Fig. 1: cell density map
The bar under the picture is 20 um long. 12 x 7 tiles, from white (low) to dark blue (high), 0 to 100% covered.
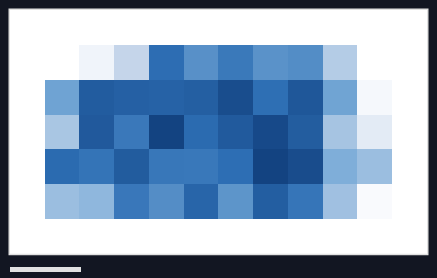
Fig. 2: sequential cells grouped by signal name
The bar under the picture is 20 um long. Other sequential cells in the stronger grey, the rest of the logic in the fainter grey.
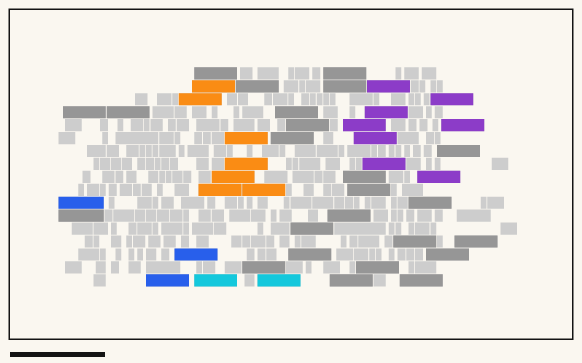
## src/rtl/spwm_pkg.sv

```systemverilog
// Shared constants, state encoding and duty-table helpers for the SPWM sequencer.
package spwm_pkg;

  localparam int CNT_W            = 8;
  localparam int N_STEPS          = 5;
  localparam int DEADTIME_DEFAULT = 4;
  localparam int IDX_W            = 3;
  localparam int POS_W            = 4;
  localparam int DUTY_W           = 8;

  localparam logic [POS_W-1:0] POS_HALF = POS_W'(N_STEPS);
  localparam logic [POS_W-1:0] POS_LAST = POS_W'(2 * N_STEPS - 1);

  // Quarter-wave duty table; mirrored in time to build the half-cycle.
  localparam logic [DUTY_W-1:0] DUTY_TABLE [N_STEPS] = '{
    8'd23, 8'd88, 8'd164, 8'd221, 8'd251
  };

  typedef enum logic [1:0] {
    IDLE,
    RUN,
    STOPPING
  } state_t;

  // Fold the half-cycle position onto the quarter-wave table index.
  function automatic logic [IDX_W-1:0] pos_to_idx(input logic [POS_W-1:0] pos);
    logic [POS_W-1:0] mirror;
    mirror = POS_LAST - pos;
    if (pos < POS_HALF) return pos[IDX_W-1:0];
    return mirror[IDX_W-1:0];
  endfunction

  // Table lookup that yields zero for an index outside the table.
  function automatic logic [DUTY_W-1:0] duty_lookup(input logic [IDX_W-1:0] idx);
    if (idx < IDX_W'(N_STEPS)) return DUTY_TABLE[idx];
    return '0;
  endfunction

endpackage

```

## src/rtl/spwm_sequencer_if.sv

```systemverilog
// Run request and gate-drive/status bundle of the SPWM sequencer.
interface spwm_sequencer_if;
  import spwm_pkg::*;

  logic             en;
  logic             outa;
  logic             outb;
  logic             half;
  logic [IDX_W-1:0] idx;
  logic             period_strobe;
  logic             busy;

  modport master (
    output en,
    input  outa, outb, half, idx, period_strobe, busy
  );

  modport slave (
    input  en,
    output outa, outb, half, idx, period_strobe, busy
  );
endinterface

```

## src/rtl/spwm_deadtime_gate.sv

```systemverilog
// Rising-edge dead-time gate: output follows raw after DEADTIME+1 clocks high,
// drops one clock after raw falls.
module spwm_deadtime_gate #(
  parameter int DEADTIME = 4
) (
  input  logic clk,
  input  logic rst,
  input  logic raw,
  output logic gated
);

  localparam int              DT_W   = 8;
  localparam logic [DT_W-1:0] DT_MAX = DT_W'(DEADTIME);

  logic [DT_W-1:0] dt_cnt;

  // Saturating high-time counter; the output uses the pre-increment count.
  always_ff @(posedge clk or posedge rst) begin
    if (rst) begin
      dt_cnt <= '0;
      gated  <= 1'b0;
    end else begin
      gated <= raw && (dt_cnt == DT_MAX);
      if (!raw)
        dt_cnt <= '0;
      else if (dt_cnt != DT_MAX)
        dt_cnt <= dt_cnt + 1'b1;
    end
  end

endmodule

```

## src/rtl/spwm_sequencer.sv

```systemverilog
// Single-channel SPWM sequencer: carrier counter, quarter-wave duty schedule,
// half-cycle steering to outa/outb and run/stop sequencing on half boundaries.
module spwm_sequencer
  import spwm_pkg::*;
#(
  parameter int DEADTIME = DEADTIME_DEFAULT
) (
  input  logic             clk,
  input  logic             rst,
  spwm_sequencer_if.slave  bus
);

  state_t              state, state_next;
  logic [CNT_W-1:0]    cnt;
  logic [POS_W-1:0]    pos;
  logic [POS_W-1:0]    pos_next;
  logic [IDX_W-1:0]    idx_q;
  logic [IDX_W-1:0]    idx_next;
  logic [DUTY_W-1:0]   duty_q;
  logic                half_q;
  logic                strobe_q;
  logic                busy_q;
  logic                cnt_max;
  logic                half_end;
  logic                raw;
  logic                out_a;
  logic                out_b;

  assign cnt_max  = &cnt;
  assign half_end = cnt_max && (pos == POS_LAST);
  assign pos_next = (pos == POS_LAST) ? '0 : pos + 1'b1;
  assign idx_next = pos_to_idx(pos_next);
  assign raw      = (state != IDLE) && (cnt < duty_q);

  // State register.
  always_ff @(posedge clk or posedge rst) begin
    if (rst) state <= IDLE;
    else     state <= state_next;
  end

  // Next-state logic: a stop only takes effect at the end of a half-cycle.
  always_comb begin
    state_next = state;
    case (state)
      IDLE:     if (bus.en) state_next = RUN;
      RUN:      if (!bus.en) state_next = STOPPING;
      STOPPING: begin
        if (bus.en)        state_next = RUN;
        else if (half_end) state_next = IDLE;
      end
      default:  state_next = IDLE;
    endcase
  end

  // Carrier, step position, half flag and shadowed duty level.
  always_ff @(posedge clk or posedge rst) begin
    if (rst) begin
      cnt    <= '0;
      pos    <= '0;
      half_q <= 1'b0;
      idx_q  <= '0;
      duty_q <= '0;
    end else if (state == IDLE) begin
      cnt    <= '0;
      pos    <= '0;
      half_q <= 1'b0;
      idx_q  <= '0;
      if (state_next == RUN) duty_q <= duty_lookup('0);
    end else if (state_next == IDLE) begin
      cnt    <= '0;
      pos    <= '0;
      half_q <= 1'b0;
      idx_q  <= '0;
      duty_q <= '0;
    end else begin
      cnt <= cnt + 1'b1;
      if (cnt_max) begin
        pos    <= pos_next;
        idx_q  <= idx_next;
        duty_q <= duty_lookup(idx_next);
        if (pos == POS_LAST) half_q <= ~half_q;
      end
    end
  end

  // Period strobe and busy flag, both registered.
  always_ff @(posedge clk or posedge rst) begin
    if (rst) begin
      strobe_q <= 1'b0;
      busy_q   <= 1'b0;
    end else begin
      strobe_q <= (state != IDLE) && cnt_max;
      busy_q   <= (state_next != IDLE);
    end
  end

  spwm_deadtime_gate #(.DEADTIME(DEADTIME)) u_gate_a (
    .clk   (clk),
    .rst   (rst),
    .raw   (raw & ~half_q),
    .gated (out_a)
  );

  spwm_deadtime_gate #(.DEADTIME(DEADTIME)) u_gate_b (
    .clk   (clk),
    .rst   (rst),
    .raw   (raw & half_q),
    .gated (out_b)
  );

  assign bus.outa          = out_a;
  assign bus.outb          = out_b;
  assign bus.half          = half_q;
  assign bus.idx           = idx_q;
  assign bus.period_strobe = strobe_q;
  assign bus.busy          = busy_q;

endmodule

```

## src/flat_wrapper.sv

```systemverilog
// flat-port wrapper written by rule: the top's interface ports become plain ports
module spwm_sequencer_flat import spwm_pkg::*;
#(
  parameter int DEADTIME = DEADTIME_DEFAULT
)
  (clk, rst, bus_en, bus_outa, bus_outb, bus_half, bus_idx, bus_period_strobe, bus_busy);
  spwm_sequencer_if bus_i ();
  input  logic clk;
  input  logic rst;
  input wire logic [$bits(bus_i.en)-1:0] bus_en;
  output wire logic [$bits(bus_i.outa)-1:0] bus_outa;
  output wire logic [$bits(bus_i.outb)-1:0] bus_outb;
  output wire logic [$bits(bus_i.half)-1:0] bus_half;
  output wire logic [$bits(bus_i.idx)-1:0] bus_idx;
  output wire logic [$bits(bus_i.period_strobe)-1:0] bus_period_strobe;
  output wire logic [$bits(bus_i.busy)-1:0] bus_busy;
  assign bus_i.en = bus_en;
  assign bus_outa = bus_i.outa;
  assign bus_outb = bus_i.outb;
  assign bus_half = bus_i.half;
  assign bus_idx = bus_i.idx;
  assign bus_period_strobe = bus_i.period_strobe;
  assign bus_busy = bus_i.busy;
  spwm_sequencer #(.DEADTIME(DEADTIME)) u_core (.clk(clk), .rst(rst), .bus(bus_i));
endmodule
```

## config.mk

```make
export PLATFORM = sky130hd
export DESIGN_NAME = spwm_sequencer_flat
export DESIGN_NICKNAME = d
export VERILOG_FILES = /design/src/rtl/spwm_pkg.sv /design/src/rtl/spwm_sequencer_if.sv /design/src/rtl/spwm_deadtime_gate.sv /design/src/rtl/spwm_sequencer.sv /design/src/flat_wrapper.sv
export SDC_FILE = /design/constraint.sdc
export NUM_CORES = 1
export LEC_CHECK = 0
export ABC_CLOCK_PERIOD_IN_PS = 2550
export CAP_MARGIN = 20
export CORE_ASPECT_RATIO = 0.5
export CORE_MARGIN = 10
export CORE_UTILIZATION = 54
export DETAILED_ROUTE_END_ITERATION = 8
export HOLD_SLACK_MARGIN = 0.08
export PLACE_DENSITY = 0.8
export SLEW_MARGIN = 25
export SYNTH_ARGS = -nofsm -noshare
export SYNTH_HDL_FRONTEND = slang
export SYNTH_SLANG_ARGS = --single-unit
```

## constraint.sdc

```tcl
create_clock -name clk -period 2.55 [get_ports clk]
set_clock_uncertainty 0.2 [all_clocks]
set_input_delay 0.3825 -clock clk [delete_from_list [all_inputs] [get_ports clk]]
set_output_delay 0.3825 -clock clk [all_outputs]
set_load 0.03 [all_outputs]
```

==> run notes <==
Update from the flow run.

The total length of routed wires is 5470 um. The post-synthesis to final-layout area growth is 15.1%. Per the layout report, the design carries 26 non-clock buffers. The multi-input gate count is 221. The share of synthesized cell area in full adder, half adder and majority cells is 8.17%. The area share of and/or/nand/nor cells after synthesis is 23.9%. The period utilization is 95.4%. The routed layout has 2080 vias.

Registers take 1100 um^2. The depth of the critical timing path with buffers and inverters included is 11. The design has 44 sequential cells. The floorplan report gives the top-level pin count as 11. Across all register-to-register paths, the minimum setup slack is 0.12 ns.

Port buffering added 10 buffers. The number of cell instances after yosys synthesis is 290. STA lists the startpoint of the worst register-to-register path as u_core.bus.idx[1].

Per the STA report, the cell with the highest stage delay on the worst path is sky130_fd_sc_hd__dfrtp_2. The clock tree root driver cell is sky130_fd_sc_hd__clkbuf_8. The tally of nets with antenna violations remaining after routing is 0. STA classifies the critical path endpoint as a register.

The setup slack at placement is 0.0290 ns. In this run, the synthesized area fraction spent on xor and xnor cells is recorded as 6.06%. The number of global-route vias before repair is 2006.

The average wire per standard cell is 14.4 um. The layout has 5 clock buffers. The required time of the critical path is 2.55 ns. The buffering stage count on the worst path with inverters included is 1. Per the OpenROAD floorplan log, the height of the die is 69.1 um. The first global-routing pass estimated 9310 um of wire. The placer congestion estimate is 0.883. After routing, the total negative slack on setup checks comes to 0 ns.

The number of tapcells is 66. The iteration-0 DRC count of the detailed router is 118. The number of non-clock inverters in the layout is 15.

The depth of the worst register-to-register path is 11. The main flop type after synthesis is sky130_fd_sc_hd__dfrtp_1. The startpoint type of the worst setup path is a register. The data arrival time reported for the critical path is 2.43 ns. The multiplexer fraction of the synthesized cell area is 0.433%. The fraction of area in clock buffers and inverters is 3.88%. The HPWL after detailed placement is 3860 um. The origin of the worst setup path is u_core.bus.idx[1]. In this run the maximum-capacitance check reported violations numbering 0.

The buffer share of cell area is 7.77%. The gate count after technology mapping is 290. Along the worst path, the maximum fanout reaches 4. After detailed placement, the design holds a cell count of 370. Per the final timing report, the hold violations number 0. The overall die width is 118 um. The count of tool warnings is 31. In the layout the commonest cells are sky130_fd_sc_hd__nor2_1, sky130_fd_sc_hd__dfrtp_1, sky130_fd_sc_hd__nand2_1, sky130_fd_sc_hd__a21oi_1. The cell-mix breakdown from Yosys lists the compound-gate area share as 14.3%. Setup repair after global routing could not meet its margin everywhere. The final report gives the standard cell area, fillers excluded, as 3000 um^2. The CTS tree is yes. The placeable core area is 4530 um^2.

At the pin with the least slew margin, the transition time is 0.743 ns. The type of the worst setup path is register to register. Power comes to 1.56 mW. The min-delay analysis places its worst path in the category primary input to async pin. The sequential fraction of total cell area is 36.8%. The number of levels in the clock H-tree is 2.

The post-CTS setup buffer count is 0. The part of the Yosys area used for sequential elements is 42.3%. The critical path in the final layout is reported with a setup slack of 0.118 ns.

The total routing resource utilization after global routing is 13.2%. The flow ran to the end, and the final reports show no timing, DRC or antenna violations. Per the layout area report, the combinational gate area comes to 1400 um^2.

In this run, post-CTS hold repair placed 0 buffers. The longest individual stage delay on the worst path is 0.39 ns. The total CTS buffers is 5. In this design, the largest share of critical-path delay is due to simple AND/OR/NAND/NOR gates. The total of warnings raised by yosys is 0.

The final timing report counts setup violations totalling 0. Among logic cells in the layout, the one with the most instances is sky130_fd_sc_hd__nor2_1. The final cell utilization of the core is 66.1%. 0 antenna diodes ended up in the layout. The dominant combinational cell family by area after synthesis is simple AND/OR/NAND/NOR gates. In the final layout, multi-input gates take up 46.9% of the cell area. The remaining max-slew budget at the tightest pin is 50.2%. Counting flops with a built-in enable in the synthesized netlist gives 0.

Averaged over all synthesized cells, the footprint is 8.97 um^2. Yosys reported a register bit count of 44. The capture point of the worst path is u_core.duty_q[1]. The number of antenna violations at the first check in global routing is 0. The final layout contains 333 nets. Yosys attributes the largest share of cell area to sky130_fd_sc_hd__dfrtp_1, sky130_fd_sc_hd__ha_1, sky130_fd_sc_hd__nor2_1. For this run, the chip area from Yosys synthesis comes to 2600 um^2. The final-layout worst hold slack is 0.224 ns.

The static power due to leakage is 1.37 nW. In this run the deepest clock path goes through 2 buffers. Fill cells in the final layout number 366. The final timing report derives a shortest allowable period of 2.43 ns.

The chip occupies 8160 um^2. The CTS log lists the clock sinks for this run as 44. For this run, the top clock speed supported by timing is 0.411 GHz. For reference, the clock transition at the flip-flops on the worst setup and hold paths is 0.09 ns. The first detailed-routing pass ran for 4 iterations. The dominant kind of cell by area is combinational gates.
## Picture notes: Fig. 1
tiles over 75% full	23%
densest ninth of the die	centre
fullest tile	93%
nearly empty tiles	43%
mean over tiles	36%
emptiest ninth of the die	upper left

## Picture notes: Fig. 2
netlist name	colour	placed flops
u_core.u_gate_a.dt_cnt	purple	8
u_core.pos	blue	3
u_core.duty_q	orange	7
u_core.state	cyan	2
not coloured	24

## Yosys cell counts (all sizes together), types with 2 or more instances
library cell and n:
o21a 3, xor2 8, o31ai 7, a21oi 18, nand4 5, nor4b 2, o21ai 13, inv 15
nand2b 6, nand2 23, and2 4, buf 9, nor3 2, a21o 4, a22oi 3, ha 17
and3 4, nor2 55, xnor2 10, dfrtp 44, nor2b 3, o211ai 3, nand3 17, a211oi 3
## per-layer routing
layer	wire (um)	global-route usage [%]	vias up
met5	0	0	-
met4	76	4.72	0
met3	245	3.24	9
met2	2580	22.0	42
met1	2570	16.3	996
li1	-	-	1033
## power breakdown
part	total [mW]	internal, mW	leakage, nW	switching [mW]
Combinational	0.224	0.0922	0.729	0.131
Sequential	0.787	0.745	0.585	0.0419
Clock	0.550	0.295	0.0583	0.255
Total	1.56	1.13	1.37	0.428
No activity file was given, so power comes from the tool's default toggle rates.
